**config.mk**
```make
export PLATFORM = sky130hd
export DESIGN_NAME = pitch_renderer
export DESIGN_NICKNAME = d
export VERILOG_FILES = /design/src/rtl/pitch_renderer.sv
export SDC_FILE = /design/constraint.sdc
export NUM_CORES = 2
export LEC_CHECK = 0
export ABC_AREA = 1
export CORE_MARGIN = 2
export CORE_UTILIZATION = 50
export CTS_CLUSTER_SIZE = 30
export DETAILED_ROUTE_END_ITERATION = 8
export PLACE_DENSITY = 0.73
export SYNTH_ARGS = -nofsm -noshare
export SYNTH_HDL_FRONTEND = slang
export SYNTH_SLANG_ARGS = --single-unit
```
**constraint.sdc**
```tcl
create_clock -name clk -period 8.1 [get_ports clk]
set_input_delay 1.215 -clock clk [delete_from_list [all_inputs] [get_ports clk]]
set_output_delay 1.215 -clock clk [all_outputs]
set_load 0.02 [all_outputs]
```
**src/rtl/pitch_renderer.sv**
```systemverilog
// pitch_renderer: VGA raster of pitch, goals, players and ball from per-frame shadow copies; optional `TIMER_BAR_EN time bar.
// Latency 2 pixel ticks (4 clk) from counters to pins; free-running display, no backpressure.
module pitch_renderer #(
  parameter int PLAYER_RADIUS = 16,
  parameter int BALL_RADIUS   = 6,
  parameter int GOAL_RADIUS   = 24,
  parameter int GOAL_X_OFFSET = 20,
  parameter int CLK_DIV       = 2,
  parameter int GOAL_Y        = 240,
  parameter int H_ACTIVE      = 640,
  parameter int H_FP          = 16,
  parameter int H_SYNC        = 96,
  parameter int H_BP          = 48,
  parameter int V_ACTIVE      = 480,
  parameter int V_FP          = 10,
  parameter int V_SYNC        = 2,
  parameter int V_BP          = 33
) (
  input  logic        clk,
  input  logic        rst_n,
  input  logic [9:0]  team1_hor_position,
  input  logic [9:0]  team1_ver_position,
  input  logic [9:0]  team2_hor_position,
  input  logic [9:0]  team2_ver_position,
  input  logic [18:0] ball_hor_position,
  input  logic [18:0] ball_ver_position,
  input  logic [7:0]  time_left,
  output logic        hsync,
  output logic        vsync,
  output logic [3:0]  vga_r,
  output logic [3:0]  vga_g,
  output logic [3:0]  vga_b,
  output logic        frame_start
);

  localparam logic [9:0] H_LAST = 10'(H_ACTIVE + H_FP + H_SYNC + H_BP - 1);
  localparam logic [9:0] V_LAST = 10'(V_ACTIVE + V_FP + V_SYNC + V_BP - 1);
  localparam logic [9:0] H_VIS  = 10'(H_ACTIVE);
  localparam logic [9:0] H_SB   = 10'(H_ACTIVE + H_FP);
  localparam logic [9:0] H_SE   = 10'(H_ACTIVE + H_FP + H_SYNC);
  localparam logic [9:0] V_VIS  = 10'(V_ACTIVE);
  localparam logic [9:0] V_SB   = 10'(V_ACTIVE + V_FP);
  localparam logic [9:0] V_SE   = 10'(V_ACTIVE + V_FP + V_SYNC);
  localparam logic [9:0] GL_X   = 10'(GOAL_X_OFFSET);
  localparam logic [9:0] GR_X   = 10'(H_ACTIVE - GOAL_X_OFFSET);
  localparam logic [9:0] G_Y    = 10'(GOAL_Y);
  localparam logic [21:0] PR2   = 22'(PLAYER_RADIUS * PLAYER_RADIUS);
  localparam logic [21:0] BR2   = 22'(BALL_RADIUS * BALL_RADIUS);
  localparam logic [21:0] GR2   = 22'(GOAL_RADIUS * GOAL_RADIUS);
  localparam logic        DIV_OK = (CLK_DIV == 2);

  typedef struct packed {
    logic [9:0] x;
    logic [9:0] y;
  } pos_t;

  function automatic logic signed [10:0] f_diff(input logic [9:0] a, input logic [9:0] b);
    return $signed({1'b0, a}) - $signed({1'b0, b});
  endfunction

  function automatic logic [21:0] f_sq(input logic signed [10:0] d);
    logic signed [21:0] w_e;
    w_e = 22'(d);
    return w_e * w_e;
  endfunction

  logic        r_pix_tick;
  logic [9:0]  r_h_cnt;
  logic [9:0]  r_v_cnt;
  logic        w_tick;
  logic        w_latch;
  pos_t        r_sh_ball, r_sh_t1, r_sh_t2;
  logic        r_frame_start;

  logic        r_s1_vis, r_s1_hs, r_s1_vs;
  logic signed [10:0] r_dx_ball, r_dy_ball, r_dx_t1, r_dy_t1, r_dx_t2, r_dy_t2;
  logic signed [10:0] r_dx_gl, r_dx_gr, r_dy_g;

  logic        w_in_ball, w_in_t1, w_in_t2, w_in_goal;
  logic [11:0] w_rgb;
  logic [11:0] r_rgb;
  logic        r_hsync, r_vsync;

  assign w_tick  = r_pix_tick;
  assign w_latch = w_tick && (r_h_cnt == 10'd0) && (r_v_cnt == V_VIS);

  always_ff @(posedge clk or negedge rst_n) begin
    if (!rst_n) begin
      r_pix_tick <= 1'b0;
      r_h_cnt    <= 10'd0;
      r_v_cnt    <= 10'd0;
    end else begin
      r_pix_tick <= ~r_pix_tick;
      if (w_tick) begin
        if (r_h_cnt == H_LAST) begin
          r_h_cnt <= 10'd0;
          r_v_cnt <= (r_v_cnt == V_LAST) ? 10'd0 : r_v_cnt + 10'd1;
        end else begin
          r_h_cnt <= r_h_cnt + 10'd1;
        end
      end
    end
  end

  // Positions are sampled only once per frame in vertical blank so a frame never tears.
  always_ff @(posedge clk or negedge rst_n) begin
    if (!rst_n) begin
      r_sh_ball     <= '0;
      r_sh_t1       <= '0;
      r_sh_t2       <= '0;
      r_frame_start <= 1'b0;
    end else begin
      r_frame_start <= w_latch;
      if (w_latch) begin
        r_sh_ball <= '{x: ball_hor_position[9:0], y: ball_ver_position[9:0]};
        r_sh_t1   <= '{x: team1_hor_position, y: team1_ver_position};
        r_sh_t2   <= '{x: team2_hor_position, y: team2_ver_position};
      end
    end
  end

`ifdef TIMER_BAR_EN
  logic [7:0]  r_sh_time;
  logic [10:0] w_t7;
  logic [10:0] w_bar_w;
  logic        r_s1_bar;

  assign w_t7    = {r_sh_time, 3'b000} - {3'b000, r_sh_time};
  assign w_bar_w = {1'b0, w_t7[10:1]};

  always_ff @(posedge clk or negedge rst_n) begin
    if (!rst_n) begin
      r_sh_time <= 8'd0;
      r_s1_bar  <= 1'b0;
    end else begin
      if (w_latch)
        r_sh_time <= time_left;
      if (w_tick)
        r_s1_bar <= (r_v_cnt < 10'd8) && ({1'b0, r_h_cnt} < w_bar_w);
    end
  end

  logic w_unused;
  assign w_unused = ^{ball_hor_position[18:10], ball_ver_position[18:10], DIV_OK};
`else
  logic w_unused;
  assign w_unused = ^{ball_hor_position[18:10], ball_ver_position[18:10], time_left, DIV_OK};
`endif

  always_ff @(posedge clk or negedge rst_n) begin
    if (!rst_n) begin
      r_s1_vis  <= 1'b0;
      r_s1_hs   <= 1'b1;
      r_s1_vs   <= 1'b1;
      r_dx_ball <= '0;
      r_dy_ball <= '0;
      r_dx_t1   <= '0;
      r_dy_t1   <= '0;
      r_dx_t2   <= '0;
      r_dy_t2   <= '0;
      r_dx_gl   <= '0;
      r_dx_gr   <= '0;
      r_dy_g    <= '0;
    end else if (w_tick) begin
      r_s1_vis  <= (r_h_cnt < H_VIS) && (r_v_cnt < V_VIS);
      r_s1_hs   <= !((r_h_cnt >= H_SB) && (r_h_cnt < H_SE));
      r_s1_vs   <= !((r_v_cnt >= V_SB) && (r_v_cnt < V_SE));
      r_dx_ball <= f_diff(r_h_cnt, r_sh_ball.x);
      r_dy_ball <= f_diff(r_v_cnt, r_sh_ball.y);
      r_dx_t1   <= f_diff(r_h_cnt, r_sh_t1.x);
      r_dy_t1   <= f_diff(r_v_cnt, r_sh_t1.y);
      r_dx_t2   <= f_diff(r_h_cnt, r_sh_t2.x);
      r_dy_t2   <= f_diff(r_v_cnt, r_sh_t2.y);
      r_dx_gl   <= f_diff(r_h_cnt, GL_X);
      r_dx_gr   <= f_diff(r_h_cnt, GR_X);
      r_dy_g    <= f_diff(r_v_cnt, G_Y);
    end
  end

  always_comb begin
    w_in_ball = (f_sq(r_dx_ball) + f_sq(r_dy_ball)) <= BR2;
    w_in_t1   = (f_sq(r_dx_t1) + f_sq(r_dy_t1)) <= PR2;
    w_in_t2   = (f_sq(r_dx_t2) + f_sq(r_dy_t2)) <= PR2;
    w_in_goal = ((f_sq(r_dx_gl) + f_sq(r_dy_g)) <= GR2) ||
                ((f_sq(r_dx_gr) + f_sq(r_dy_g)) <= GR2);
    w_rgb = 12'h000;
    if (r_s1_vis) begin
      if (w_in_ball)
        w_rgb = 12'hFF0;
      else if (w_in_t1)
        w_rgb = 12'hF00;
      else if (w_in_t2)
        w_rgb = 12'h00F;
      else if (w_in_goal)
        w_rgb = 12'hFFF;
`ifdef TIMER_BAR_EN
      else if (r_s1_bar)
        w_rgb = 12'h0FF;
`endif
      else
        w_rgb = 12'h0A0;
    end
  end

  always_ff @(posedge clk or negedge rst_n) begin
    if (!rst_n) begin
      r_rgb   <= 12'h000;
      r_hsync <= 1'b1;
      r_vsync <= 1'b1;
    end else if (w_tick) begin
      r_rgb   <= w_rgb;
      r_hsync <= r_s1_hs;
      r_vsync <= r_s1_vs;
    end
  end

  assign hsync       = r_hsync;
  assign vsync       = r_vsync;
  assign vga_r       = r_rgb[11:8];
  assign vga_g       = r_rgb[7:4];
  assign vga_b       = r_rgb[3:0];
  assign frame_start = r_frame_start;

endmodule

```
clock_nets.png
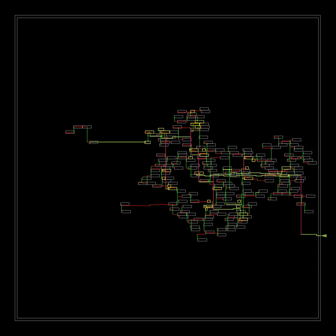
Seq Cell Count: 187
worst clock skew: 15.23 ps

class_map.png
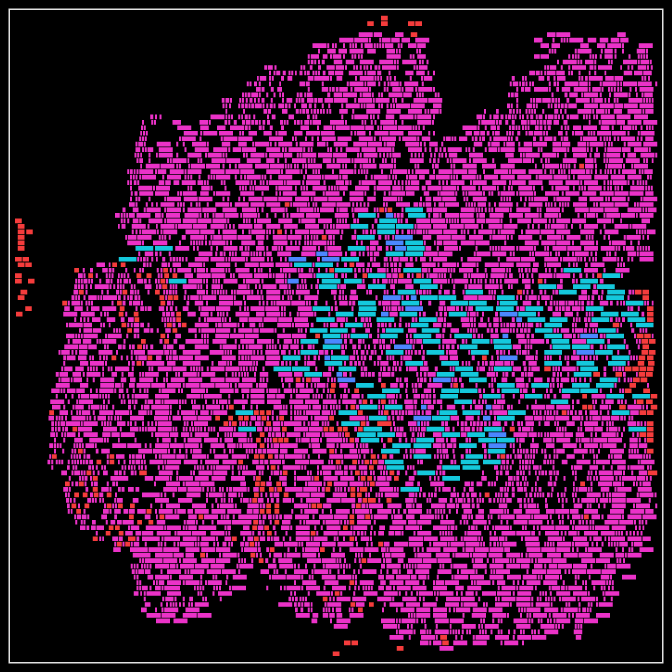
- remaining buffers and delay cells: red (cells 294; share of their area 4.5%)
- remaining logic cells: magenta (cells 5797; share of their area 86%)
- sequential cells: cyan (cells 187; share of their area 8.7%)
- clock drivers and dummy loads: blue (cells 31; share of their area 1.1%)

==> impl_metrics.json <==
{
  "outcome": "finished with violations",
  "violations": "antenna rules, setup timing",
  "cp_max_fo": 4,
  "drtIter0Drc": 2597,
  "path_delay_family": "adder cells",
  "sequentialPower_mw": 0.933,
  "biggestCellCategory": "combinational gates",
  "p_switching_mw": 0.4625,
  "portBuffers": 76,
  "synth_cells": 6138,
  "path_class": "reg -> reg",
  "ctsResizeCount": 63,
  "r2r_end": "r_rgb[10]",
  "rows": 117,
  "power_frac_clock_pct": 46.0,
  "intPower_mw": 1.370,
  "reg.largest.list": "r_sh_ball: 20 flops, r_sh_t1: 20 flops, r_sh_t2: 20 flops",
  "top_cell": "inv_1",
  "floorplan.nets": 7775,
  "die_h_um": 323.7,
  "grtUsageTotal_pct": 24.56,
  "cts_buffers": 17,
  "hold_depth": 2,
  "fin_nets": 7934,
  "hold_viol": 0,
  "utilization_pct": 54.88,
  "logic_gates": 3893,
  "gr-total-overflow": 0,
  "pwr-share-comb_pct": 3.1,
  "timing.hold.ws_ps": 487.3,
  "gp_congestion": 0.9384,
  "chipArea_um2": 104800,
  "maxCapViolations": 0,
  "cpMaxStageDelayCell": "fa_1",
  "cp-end-kind": "flop",
  "synth.top_cells.by_count": "1897 x inv_1, 1163 x nand2_1, 1073 x fa_1, 476 x ha_1, 269 x nor2_1",
  "critPathArrivalTime_ps": 9390,
  "top_layer": "met5",
  "clkSlewWorstSetupHoldPaths_ps": 80,
  "grt_pass1_vias": 41520,
  "grt_max_degree": 118,
  "start_kind": "flop",
  "setup_violations": 3,
  "holdPathEnd": "vsync",
  "antenna_found_initial": 2,
  "p_comb_mw": 0.0576,
  "ios": 103,
  "wl_per_cell_um": 15.51,
  "yosysTopAreaCellShare_pct": 42.04,
  "wl_met2_um": 58180,
  "initial_core_util_pct": 50.29,
  "dpl.hpwl_um": 102600,
  "comb_share_pct": 70.27,
  "slew-limit-headroom_pct": 33.19,
  "clkbuf_count": 17,
  "yosys.area.top_type": "fa_1",
  "viasPerCell": 4.977,
  "buf_share_pct": 4.356,
  "regArea_um2": 4695,
  "dpl_cell_area_um2": 54620,
  "place_inst": 7631,
  "max_freq_ghz": 0.1113,
  "warning_count": 99,
  "grtUsageMet1_pct": 33.52,
  "final_antenna_net_count": 1,
  "switching_share_pct": 25.23,
  "pwr.group.clock_mw": 0.843,
  "clock_latency_ps": 460,
  "p_leak_nw": 31.07,
  "topCellsByArea": "fa_1 42%, inv_1 14%, ha_1 12%",
  "edf_count": 0,
  "seq_power_share_pct": 50.9,
  "yosys-stat-area_um2": 51090,
  "synthXorXnorAreaFrac_pct": 3.135,
  "cts_sinks": 187,
  "core_area_um2": 101600,
  "ys_seq_share_pct": 9.169,
  "lay_top_count": "inv_1",
  "drtPass1Iterations": 5,
  "worst_slew_pin_slew_ps": 1002,
  "instances_no_fill": 7682,
  "fa_ha_area_share_pct": 53.70,
  "cts_max_level": 4,
  "hp-start": "r_s1_vs",
  "comb_area_um2": 39180,
  "lay_top_cells": "1880 x inv_1, 1146 x nand2_1, 1066 x fa_1",
  "wl_um": 119100,
  "setup_ws_ps": -886.0,
  "yosys-stat-cells": 6138,
  "fillers": 9171,
  "clk_share_pct": 1.030,
  "cp.depth": 44,
  "place_ws_ps": -1143,
  "fin_total_pwr_mw": 1.833,
  "cts_tree": "yes",
  "synth-compound-area-share_pct": 4.952,
  "netlist_logic_family_top": "adder cells"
}
clock_wires.png
The bar under the picture is 100 um long.
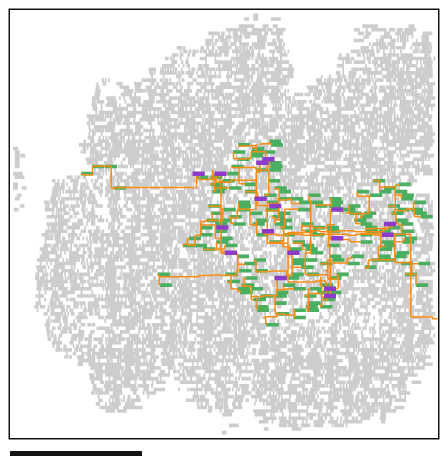
- clock-net drivers: purple (count 17)
- flip-flops: green (count 187)
- clock wires: orange (length 2490 um)
- routed clock nets: 18

ff_map.png
Other sequential cells in the stronger grey, the rest of the logic in the fainter grey.
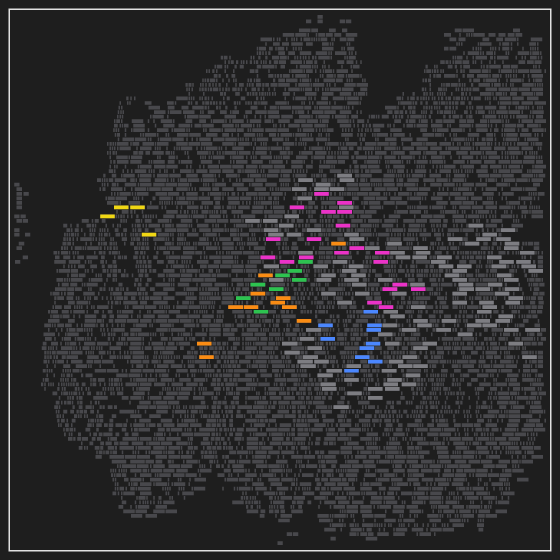
- r_rgb: yellow (sequential cells 4)
- r_v_cnt: blue (sequential cells 10)
- r_sh_t1: magenta (sequential cells 20)
- r_dx_gl: orange (sequential cells 11; where centre)
- r_dx_gr: green (sequential cells 8; where centre)
- not coloured: 134

Power is estimated from default activity; no workload was simulated.
